[src/rtl/pipelined_adder_tree_multiplier_pkg.sv]
// Shared constants and elaboration-time helpers for the pipelined adder-tree multiplier.
// Provides the ceiling log2, the pipeline latency and the term count at each tree level.
package mult_pkg;

  localparam int MAX_WIDTH = 32;

  function automatic int clog2_f(input int value);
    int result;
    int span;
    result = 0;
    span   = value - 1;
    while (span > 0) begin
      result++;
      span = span >> 1;
    end
    return result;
  endfunction

  // Input register, partial-product register, then one register per tree level.
  function automatic int lat_f(input int width);
    return clog2_f(width) + 2;
  endfunction

  function automatic int level_count_f(input int width, input int level);
    int n;
    n = width;
    for (int i = 0; i < level; i++) n = (n + 1) / 2;
    return n;
  endfunction

endpackage

[src/rtl/pipelined_adder_tree_multiplier_adder_tree_level.sv]
// One registered level of the partial-product adder tree: sums adjacent pairs and
// passes an odd leftover term through unchanged; holds its contents while en_i is low.
module adder_tree_level
  import mult_pkg::*;
#(
  parameter  int N_IN  = 2,
  parameter  int DW    = 16,
  localparam int N_OUT = (N_IN + 1) / 2
) (
  input  logic                       clk,
  input  logic                       rst,
  input  logic                       en_i,
  input  logic                       valid_i,
  input  logic [N_IN-1:0][DW-1:0]    terms_i,
  output logic                       valid_o,
  output logic [N_OUT-1:0][DW-1:0]   terms_o
);

  logic [N_OUT-1:0][DW-1:0] sum_d;
  logic [N_OUT-1:0][DW-1:0] sum_q;
  logic                     valid_q;

  // NOTE: assigning a default first means every path writes sum_d, so no latch is inferred.
  always_comb begin
    sum_d = '0;
    for (int i = 0; i < N_IN / 2; i++) begin
      sum_d[i] = terms_i[2*i] + terms_i[2*i+1];
    end
    if (N_IN % 2 == 1) sum_d[N_OUT-1] = terms_i[N_IN-1];
  end

  // NOTE: state is updated with <= so every level samples the previous level's old value.
  always_ff @(posedge clk or posedge rst) begin
    if (rst) begin
      sum_q   <= '0;
      valid_q <= 1'b0;
    end else if (en_i) begin
      sum_q   <= sum_d;
      valid_q <= valid_i;
    end
  end

  assign terms_o = sum_q;
  assign valid_o = valid_q;

endmodule

[src/rtl/pipelined_adder_tree_multiplier.sv]
// Fully pipelined WIDTH x WIDTH signed/unsigned multiplier built from registered partial
// products and a pairwise adder tree; the whole pipeline freezes on output backpressure.
module pipelined_adder_tree_multiplier
  import mult_pkg::*;
#(
  parameter int WIDTH = 8
) (
  input  logic               clk,
  input  logic               rst,
  input  logic               in_valid,
  output logic               in_ready,
  input  logic [WIDTH-1:0]   a,
  input  logic [WIDTH-1:0]   b,
  input  logic               is_signed,
  output logic               out_valid,
  input  logic               out_ready,
  output logic [2*WIDTH-1:0] p,
  output logic               busy
);

  localparam int LAT    = lat_f(WIDTH);
  localparam int LEVELS = LAT - 2;
  localparam int DW     = 2 * WIDTH;

  logic stall;
  logic adv;

  assign stall    = out_valid & ~out_ready;
  assign adv      = ~stall;
  assign in_ready = adv;

  logic [WIDTH-1:0] a_q;
  logic [WIDTH-1:0] b_q;
  logic             sgn_q;
  logic             v0_q;

  always_ff @(posedge clk or posedge rst) begin
    if (rst) begin
      a_q   <= '0;
      b_q   <= '0;
      sgn_q <= 1'b0;
      v0_q  <= 1'b0;
    end else if (adv) begin
      a_q   <= a;
      b_q   <= b;
      sgn_q <= is_signed;
      v0_q  <= in_valid;
    end
  end

  // Signed mode: sign-extended rows, with the MSB row subtracted (its weight is -2^(W-1)).
  logic [DW-1:0]            a_ext;
  logic [WIDTH-1:0][DW-1:0] pp_d;
  logic [WIDTH-1:0][DW-1:0] pp_q;
  logic                     v1_q;

  always_comb begin
    a_ext = sgn_q ? {{WIDTH{a_q[WIDTH-1]}}, a_q} : {{WIDTH{1'b0}}, a_q};
    pp_d  = '0;
    for (int i = 0; i < WIDTH; i++) begin
      pp_d[i] = b_q[i] ? (a_ext << i) : '0;
    end
    if (sgn_q) pp_d[WIDTH-1] = -pp_d[WIDTH-1];
  end

  // NOTE: the partial-product array is a plain register bank, so it resets like any other flop.
  always_ff @(posedge clk or posedge rst) begin
    if (rst) begin
      pp_q <= '0;
      v1_q <= 1'b0;
    end else if (adv) begin
      pp_q <= pp_d;
      v1_q <= v0_q;
    end
  end

  logic [LEVELS-1:0] lvl_valid;

  for (genvar l = 0; l < LEVELS; l++) begin : g_lvl
    localparam int N_IN  = level_count_f(WIDTH, l);
    localparam int N_OUT = level_count_f(WIDTH, l + 1);

    logic [N_IN-1:0][DW-1:0]  terms_in;
    logic [N_OUT-1:0][DW-1:0] terms_out;
    logic                     valid_in;
    logic                     valid_out;

    if (l == 0) begin : g_first
      assign terms_in = pp_q;
      assign valid_in = v1_q;
    end else begin : g_next
      assign terms_in = g_lvl[l-1].terms_out;
      assign valid_in = g_lvl[l-1].valid_out;
    end

    adder_tree_level #(
      .N_IN (N_IN),
      .DW   (DW)
    ) u_level (
      .clk     (clk),
      .rst     (rst),
      .en_i    (adv),
      .valid_i (valid_in),
      .terms_i (terms_in),
      .valid_o (valid_out),
      .terms_o (terms_out)
    );

    assign lvl_valid[l] = valid_out;
  end

  assign p         = g_lvl[LEVELS-1].terms_out[0];
  assign out_valid = lvl_valid[LEVELS-1];
  assign busy      = v0_q | v1_q | (|lvl_valid);

endmodule

[config.mk]
export PLATFORM = sky130hd
export DESIGN_NAME = pipelined_adder_tree_multiplier
export DESIGN_NICKNAME = d
export VERILOG_FILES = /design/src/rtl/pipelined_adder_tree_multiplier_pkg.sv /design/src/rtl/pipelined_adder_tree_multiplier_adder_tree_level.sv /design/src/rtl/pipelined_adder_tree_multiplier.sv
export SDC_FILE = /design/constraint.sdc
export NUM_CORES = 1
export LEC_CHECK = 0
export ABC_AREA = 1
export CORE_MARGIN = 2
export CORE_UTILIZATION = 45
export CTS_CLUSTER_SIZE = 8
export DETAILED_ROUTE_END_ITERATION = 10
export GPL_TIMING_DRIVEN = 0
export PLACE_DENSITY_LB_ADDON = 0.15
export SLEW_MARGIN = 20
export SYNTH_ARGS = -nofsm -noshare
export SYNTH_HDL_FRONTEND = slang
export SYNTH_SLANG_ARGS = --single-unit
[constraint.sdc]
create_clock -name clk -period 13.4 [get_ports clk]
set_clock_uncertainty 0.1 [all_clocks]
set_input_delay 2.68 -clock clk [delete_from_list [all_inputs] [get_ports clk]]
set_output_delay 2.68 -clock clk [all_outputs]
set_load 0.05 [all_outputs]
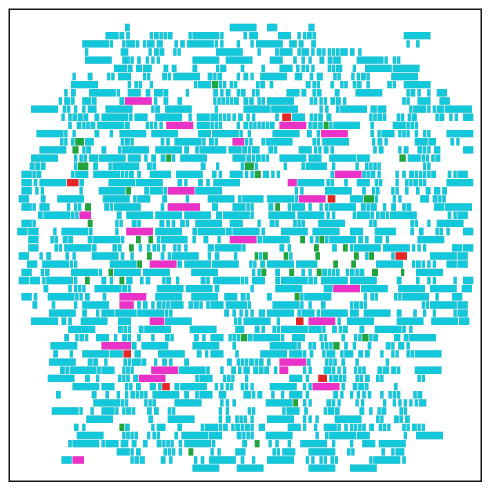
Figure 1: sizing map.
Scale: 3 px per micron.
color	size	cells	share
red	x3 and x4	8	0.56%
cyan	x1 and smaller	1352	94%
green	x2	47	3.3%
magenta	x6 and larger	26	1.8%

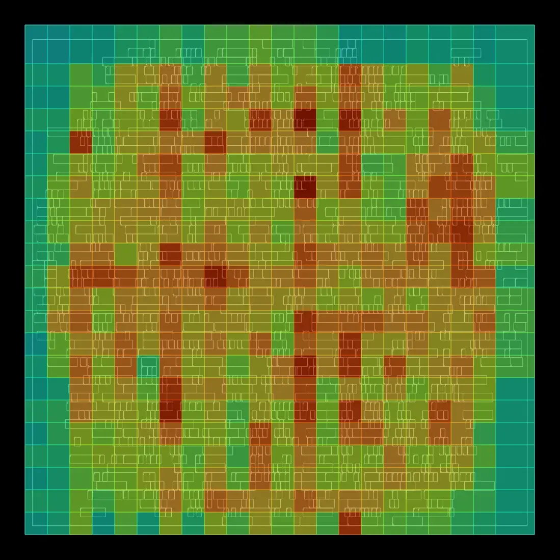
Figure 2: routing congestion.
utilization after layout: 52.2%
met2 usage: 39.6%
met3 Use GR: 2.88%
Wirelength per Cell: 15.6 microns

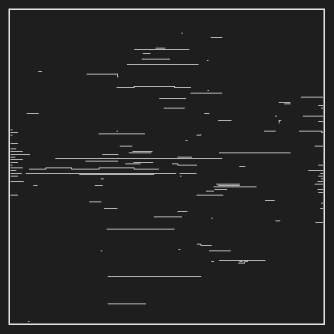
Figure 3: met3 routing.
Scale: 2 px per micron.
main direction	horizontal
wire length on this layer	1040 microns
share of all routed wire	3.8%

==> Changelog: implementation <==
### Metrics

* Status: complete, no violations
* Top Layer Used: met4
* Top logic family: simple AND/OR/NAND/NOR gates
* Sequential Area at about 4800 sq um
* Critical Path Source: out_ready
* Post-layout min period at around 7.7 ns
* Die X at roughly 160 microns
* P_leak at 6.35 nW
* Worst-case clock buffer depth at 2
* Min-delay worst type: register to register
* Hold_buf cts at 0
* Reg2Reg Setup Slack at between 10 and 15 ns
* Post-Syn Instances at ~1.4k
* Sequential cell area share at between 30% and 40%
* Crit path depth at 6
* Combinational share of power at approximately half
* Fraction of area in multi-input gates at 42.1%
* Yosys stat chip area at approximately 11000 sq um
* Overall Power at 2.90 mW
* Largest net degree at the start of global routing at ~97
* XOR Share, Synth at roughly 1.5%
* Full die area at about 25000 sq um
* Nets at 1517
* Max Slew Vio Count at 0
* Clk_buf instances at 20
* Commonest non-fill, non-tap cells in the layout: nand2_1, dfrtp_1, inv_1
* Io pins at ~40
* Pwr Density at about 240 nW/um^2
* Inst Count DP at 1714
* Met3 WL at between 1 and 1.5 mm
* Distinct lib cells at 35
* Ys cells at 1361
* Via density at ~5
* Switching power at around 1.3 mW
* CP Data Arrival Time at roughly 4.9 ns
* Global placer's final weighted congestion at 0.845
* Mean Syn Cell Area at a little under 8 sq um
* Flop pwr share at between 30 and 40%
* Synth top cell by count: nand2_1
* Layout cells sized above 1 at under 10%
* OpenROAD warning count at 26
* CTS buffer count at 17
* Resized cells post-CTS at 0
* Largest register FFs at 96
* Non-clk invs at 148
* Leading cell kind: multi-input combinational cells
* Top cell type's share of synthesized area at 45.3%
* Grt met1 use at about a third
* Power Sequential at between 0.9 and 1 mW
* Final hold violation count at 0
* Remaining Overflow, GRT at 0
* Tap Count at 313
* Registers, synthesis at 190
* Cell row count at roughly 55
* Hold Crit Endpoint: g_lvl[1].u_level.terms_o[21]
* Post-DP Area at between 10000 and 15000 sq um
* Hold path depth at 2
* Clk latency late pin at approximately 0.43 ns
* Actual slew at the worst max-slew pin at a little over 0.8 ns
* Peak Freq at around 0.13 GHz
* Clock network area share at between 4 and 5%
* Maximum vdd drop at 0.0000970 V
* CTS tree: done
* CP Class: primary input to output pin
* Vias in the first global route at approximately 8.2k
* Post-route ant nets at 0
* Slowest library cell on the worst path: clkdlybuf4s50_1
* Hold Startpoint: g_lvl[0].u_level.terms_o[37]
* Max-Cap Viols at 0
* Ys flop type: dfrtp_1
* Sink Count at around 190
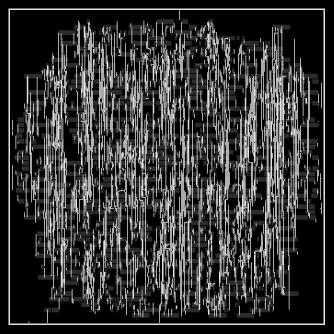
Figure 4: metal 2.
Scale: 2 px per micron.
longest straight run	64.9 microns
share of all routed wire	47%
wire length on this layer	12800 microns
main direction	vertical
nets with wire on the layer	1121

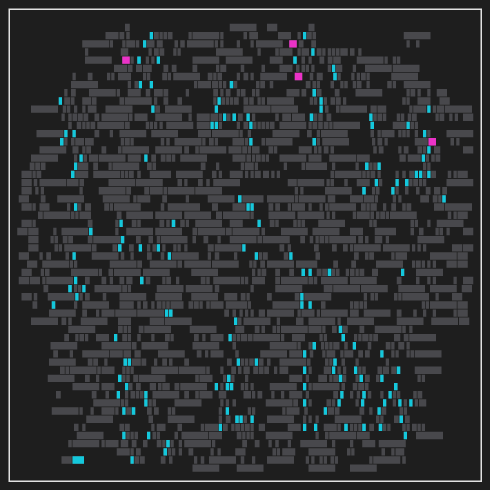
Figure 5: logic cells by family.
Scale: 3 px per micron.
color	family	cells
cyan	inv cells	148
magenta	non-inverting ao/oa cells	4

Power figures rest on the tool's default switching activity, not on a simulated workload.
